Design entry_allocator, sky130hd; sources not shown.
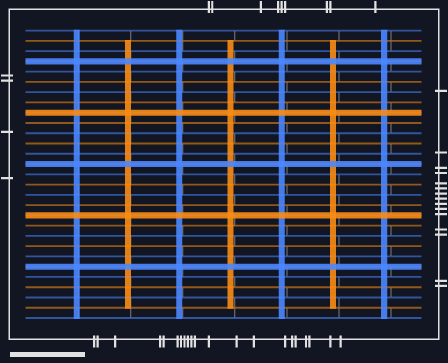
Fig. 1. PDN straps and rails (run 1).
Scale bar: 20 um. Pins as bars on the die edge. Tap cells in gray.
[VSS] blue
[VDD] orange
met4 straps: 7
met1 rails: 29
rows: 28
signal pins: 49
largest vdd supply drop: 0.105 mV
area of the core: 7990 um2

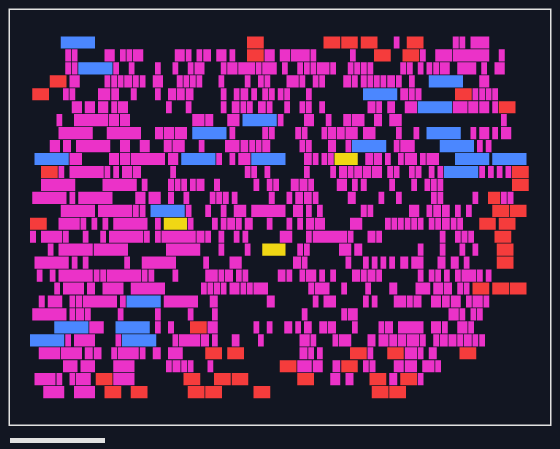
Fig. 2. Cell classes on the final placement (run 1).
Scale bar: 20 um.
[all other logic] magenta | cells: 574
[cells driving clock nets] yellow | cells: 3
[other buffers and delay cells] red | cells: 49
[flip-flops] blue | cells: 22
finished layout cell area: 4330 um2
utilization after layout: 54.2%
Seq/total area: 10.2%
Core Rows: 28

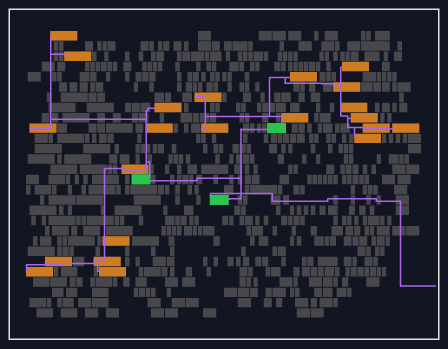
Fig. 3. Clock network drawn from the DEF (run 1).
[cells driving clock nets] green | count: 3
[flip-flops] orange | count: 22
[clock wires] purple | length: 399 um
routed clock nets: 4
Late-Pin Clk Latency: 0.28 ns
part of the total power dissipated in the clock network: 13.1%
clock skew: 0.00659 ns

==> summary.txt, run 1 <==
Notes on the physical design

The tool warning count is 29. The worst setup path is of the in -> out kind. The initial detailed-routing violation count is 469.

The flow ran to the end, and the final reports show no timing, DRC or antenna violations. CTS built an H-tree with a depth of 1. The category of the worst setup path launch point is an input pin. The number of global-route vias before repair is 4,002. The sequential power is 0.0545 mW.

The stat command in Yosys gives a chip area of 3750 um2. Headroom to the max-slew limit came out at 50.5%. In the synthesized netlist, the cells that appear most often are sky130_fd_sc_hd__nand2_1, sky130_fd_sc_hd__inv_1, sky130_fd_sc_hd__nor2_1, sky130_fd_sc_hd__nand3_1, sky130_fd_sc_hd__fa_1.

The routed design shows a wire length per standard cell of 17.1 um. The biggest cell delay along the critical path is 0.51 ns. The OpenROAD report gives the critical path a data arrival time of 7.23 ns. The number of remaining DRC errors is 0. The switching power total is 0.112 mW. Counting along the longest clock path gives a buffer depth of 2. The half-perimeter wire length of the detailed placement result is 10.7 mm. The worst hold slack across all endpoints is 0.454 ns.

The biggest area consumer among synthesized cells is sky130_fd_sc_hd__fa_1. The TritonCTS clock tree is built. The relative contribution of sequential cells to total power is 21.9%. The routed wire length is 12.8 mm. In this run the remaining antenna-violating nets after routing total 0. The final timing summary puts the cycle share of the worst path at 59.3%.

At the worst endpoint, the required time is 14.74 ns. The number of I/O port buffers is 48. The group that draws the most power in this run is combinational cells.

The power per unit of standard cell area is 57.5 nW/um2. Before placement the cells fill 46.9% of the core. Once the clock tree was built, the setup fixing pass inserted 0 buffers.

The library cells used most frequently in the layout, excluding fill and tap cells, are sky130_fd_sc_hd__nand2_1, sky130_fd_sc_hd__inv_1, sky130_fd_sc_hd__nor2_1. The registers of the reported paths see a clock transition of 0.08 ns. Across every metal layer, demand over resource in global routing totals 26.8%.

The register bit total from synthesis is 22. Looking at the clock tree report, the root buffer type is sky130_fd_sc_hd__clkbuf_8. A synthesized cell averages 6.19 um2.
==> run 1: critical path: cells and delay by family <==
family	cells	cell delay, ns
AND-OR/OR-AND	1	0.21
buffers and inverters	6	2.23
adder cells (fa/ha/maj)	1	0.34
AND/OR/NAND/NOR	4	0.74
==> run 1: kinds of logic (layout without fill, tap and decap cells) <==
| family | count (synthesis) | count (layout) | synth area share, % |
|---|---|---|---|
| xor+xnor | 5 | 5 | 1.17 |
| flops | 22 | 22 | 11.7 |
| compound gates | 76 | 76 | 12.7 |
| fa+ha+maj | 42 | 42 | 19.6 |
| simple gates | 323 | 323 | 39.6 |
| buf+inv | 138 | 180 | 15.1 |
==> run 1: through the flow <==
step | worst slack, ns | instance area [um2] | cells
2_1_floorplan | 8.67 | 3750 | 606
3_3_place_gp | 7.55 | 4290 | 750
3_5_place_dp | 7.45 | 4290 | 750
4_1_cts | 7.58 | 4330 | 753
5_1_grt | 7.17 | 4330 | 753
6_report | 7.51 | 4330 | 753
==> run 1: final cells by class <==
type / count / area [um2] / share of cell area, %
inverters: 128 / 485 / 11.2
repair buffers: 49 / 488 / 11.3
clock buffers: 3 / 41.3 / 0.953
multi-input cells: 446 / 2740 / 63.4
well taps: 105 / 131 / 3.03
flip-flops and latches: 22 / 440 / 10.2
==> run 1: routing by layer <==
| metal | share of wire (%) | vias up | GRT usage [%] |
|---|---|---|---|
| met1 | 46 | 1916 | 38.8 |
| met3 | 11 | 18 | 6.60 |
| li1 | - | 2013 | - |
| met2 | 43 | 201 | 41.1 |
| met5 | 0 | - | 0 |
| met4 | 1.1 | 0 | 4.26 |
Fig. 4: run 1, wiring by layer
Scale bar: 20 um. Two of the layers only.
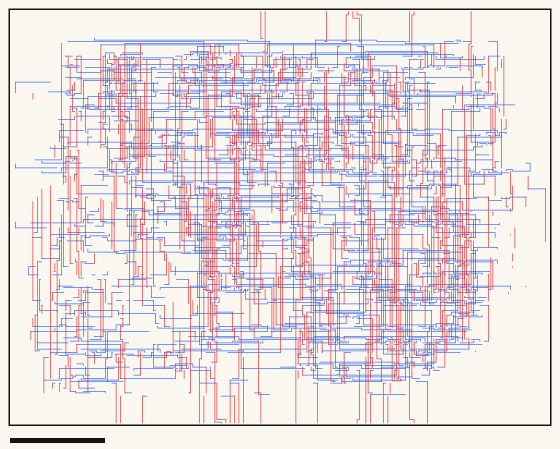

==> inputs of run 2 (changes only) <==
- clock period: 18.42 -> 10.65 ns (I/O delays scaled with it)
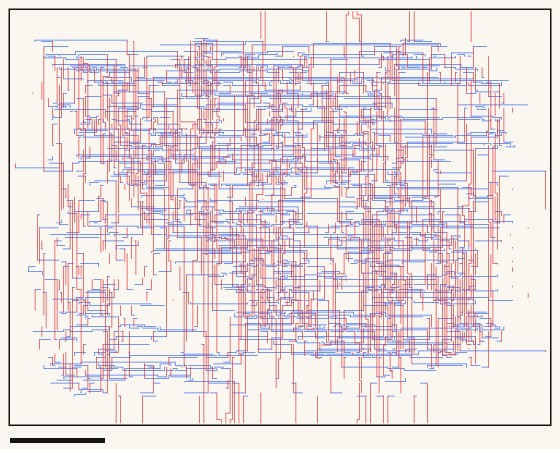
Fig. 5. Wiring by layer (run 2).
Scale bar: 20 um. Two of the layers only.
[met2] red | wire length: 5,560 um
[met1] blue | wire length: 5,670 um
overall via count from detail_route: 4,246
detail-routed net length per standard cell: 17.2 um
global-route usage over all layers: 26.7%
total wirelength of the detailed-routed design: 13.0 mm

==> run 2 against run 1 <==
  * Total power increased by 83%
  * Die size unchanged
  * Final area increased by 0.69%
  * Worst setup slack got worse by 6.0 ns
  * Sequential power increased by 73%
  * Clock-buffer cell count unchanged
  * Synthesized cell count unchanged
  * Cell count increased by 0.13%
  * Sequential share of layout area decreased by 0.070 points
  * Utilization increased by 0.38 points
  * Global-route usage about the same
  * Critical path type is now in -> reg
  * Largest cell class unchanged
  * Largest power group unchanged
==> summary.txt, run 2 <==
Notes on the physical design

Result of the run: complete, no violations (unchanged). The setup clock skew after layout was 0.0151 ns (was 0.00659 ns). The category of the worst setup path launch point is an input pin (unchanged). The mean instance size in the synthesized netlist is 6.19 um2 (unchanged). The post-route antenna net violation count is 0 (unchanged). The cell chosen for the clock root was sky130_fd_sc_hd__clkbuf_8 (unchanged). The power per unit of standard cell area was 104 nW/um2 (was 57.5 nW/um2). The relative contribution of the clock network to total power is 17.7% (was 13.1%).

The cell area after synthesis is 3750 um2 (unchanged). The latest clock arrival within the worst-skew pair is 0.27 ns (was 0.28 ns). The biggest cell delay along the critical path is 0.56 ns (was 0.51 ns). The path length in cells of the critical path is 27 (was 12).

The final design area excluding fillers was 4360 um2 (was 4330 um2). The register area is 440 um2 (unchanged). The floorplan core density came to 46.9% (unchanged). The number of setup buffers added after CTS is 0 (unchanged).

Commonest cells post-synth: sky130_fd_sc_hd__nand2_1, sky130_fd_sc_hd__inv_1, sky130_fd_sc_hd__nor2_1, sky130_fd_sc_hd__nand3_1, sky130_fd_sc_hd__fa_1 (unchanged). The worst vdd rail ir drop is 0.210 mV (was 0.105 mV). The relative contribution of sequential cells to total power was 20.7% (was 21.9%). The standard cell core area is 7990 um2 (unchanged). The floorplan die area came to 9870 um2 (unchanged). The post-cts gate resize count came to 0 (unchanged). The maximum buffer depth of the clock tree is 2 (unchanged). The relative max-transition margin came to 52.6% (was 50.5%). The number of warnings issued by yosys was 0 (unchanged). The number of I/O port buffers was 48 (unchanged). The H-tree depth reported by CTS was 1 (unchanged). The area used by multi-input combinational logic is 2740 um2 (unchanged).

The initial detailed-routing violation count is 458 (was 469). The tool warning count is 29 (unchanged). The number of enable flip-flop cells is 0 (unchanged).

The TritonCTS clock tree was built (unchanged). The chip area from the yosys synthesis statistics is 3750 um2 (unchanged). The signal arrival time at the worst endpoint is 9.28 ns (was 7.23 ns). The register bit total from synthesis is 22 (unchanged). The cell with the most instances after synthesis is sky130_fd_sc_hd__nand2_1 (unchanged). The switching power total is 0.194 mW (was 0.112 mW).

The utilization after layout came to 54.6% (was 54.2%). The number of remaining DRC errors is 0 (unchanged). The number of rows created at floorplan came to 28 (unchanged). Most used cells in the layout excluding fill and tap cells: sky130_fd_sc_hd__nand2_1, sky130_fd_sc_hd__inv_1, sky130_fd_sc_hd__nor2_1 (unchanged). The family of cells with the greatest summed delay on the critical path was adder cells (was buffers and inverters).

The setup-violating endpoint count in the final report is 0 (unchanged). The number of global-route vias before repair is 4,014 (was 4,002). The post-CTS clock slew at the launch and capture registers of the worst setup and hold paths came to 0.10 ns (was 0.08 ns).

The type of the worst setup path is in -> reg (was in -> out). The count of buffering cells on the critical path with inverters included is 8 (was 6). The placed instance area is 4290 um2 (unchanged). The biggest area consumer among synthesized cells is sky130_fd_sc_hd__fa_1 (unchanged).
run 2: metrics by stage:
step | setup WS (ns) | total power, mW | hold WS, ns | cells
after floorplan | 2.45 | 0.305 | 0.446 | 606
after global placement | 1.50 | 0.370 | 0.442 | 750
after detailed placement | 1.37 | 0.379 | 0.443 | 750
after CTS | 1.64 | 0.460 | 0.457 | 754
after global routing | 0.957 | 0.510 | 0.511 | 754
final | 1.53 | 0.455 | 0.457 | 754
run 2: power by group through the flow:
stage | Sequential, mW | Clock (mW) | Combinational, mW
final | 0.0941 | 0.0805 | 0.281
after global routing | 0.0949 | 0.0854 | 0.330
after CTS | 0.0941 | 0.0818 | 0.284
after detailed placement | 0.0959 | 0 | 0.283
after global placement | 0.0962 | 0 | 0.274
after floorplan | 0.0953 | 0 | 0.210
run 2: cell families after synthesis:
family          count (synthesis)  synth area share, %
compound gates                 76                 12.7
fa+ha+maj                      42                 19.6
buf+inv                       138                 15.1
flops                          22                 11.7
simple gates                  323                 39.6
xor+xnor                        5                 1.17
run 2: final cells by class:
cell class	instances	share of cell area, %
flip-flops and latches	22	10.1
inverters	128	11.1
well taps	105	3.01
multi-input cells	446	62.9
repair buffers	49	11.2
clock inverters	1	0.689
clock buffers	3	0.947
run 2: layer usage:
metal / GRT usage, % / part of all wire, % / up-vias
met5: 0 / 0 / -
met2: 39.9 / 43 / 234
met4: 5.02 / 1.1 / 0
met1: 39.3 / 44 / 1976
met3: 6.74 / 12 / 16
li1: - / - / 2020
Power is estimated from default activity; no workload was simulated.
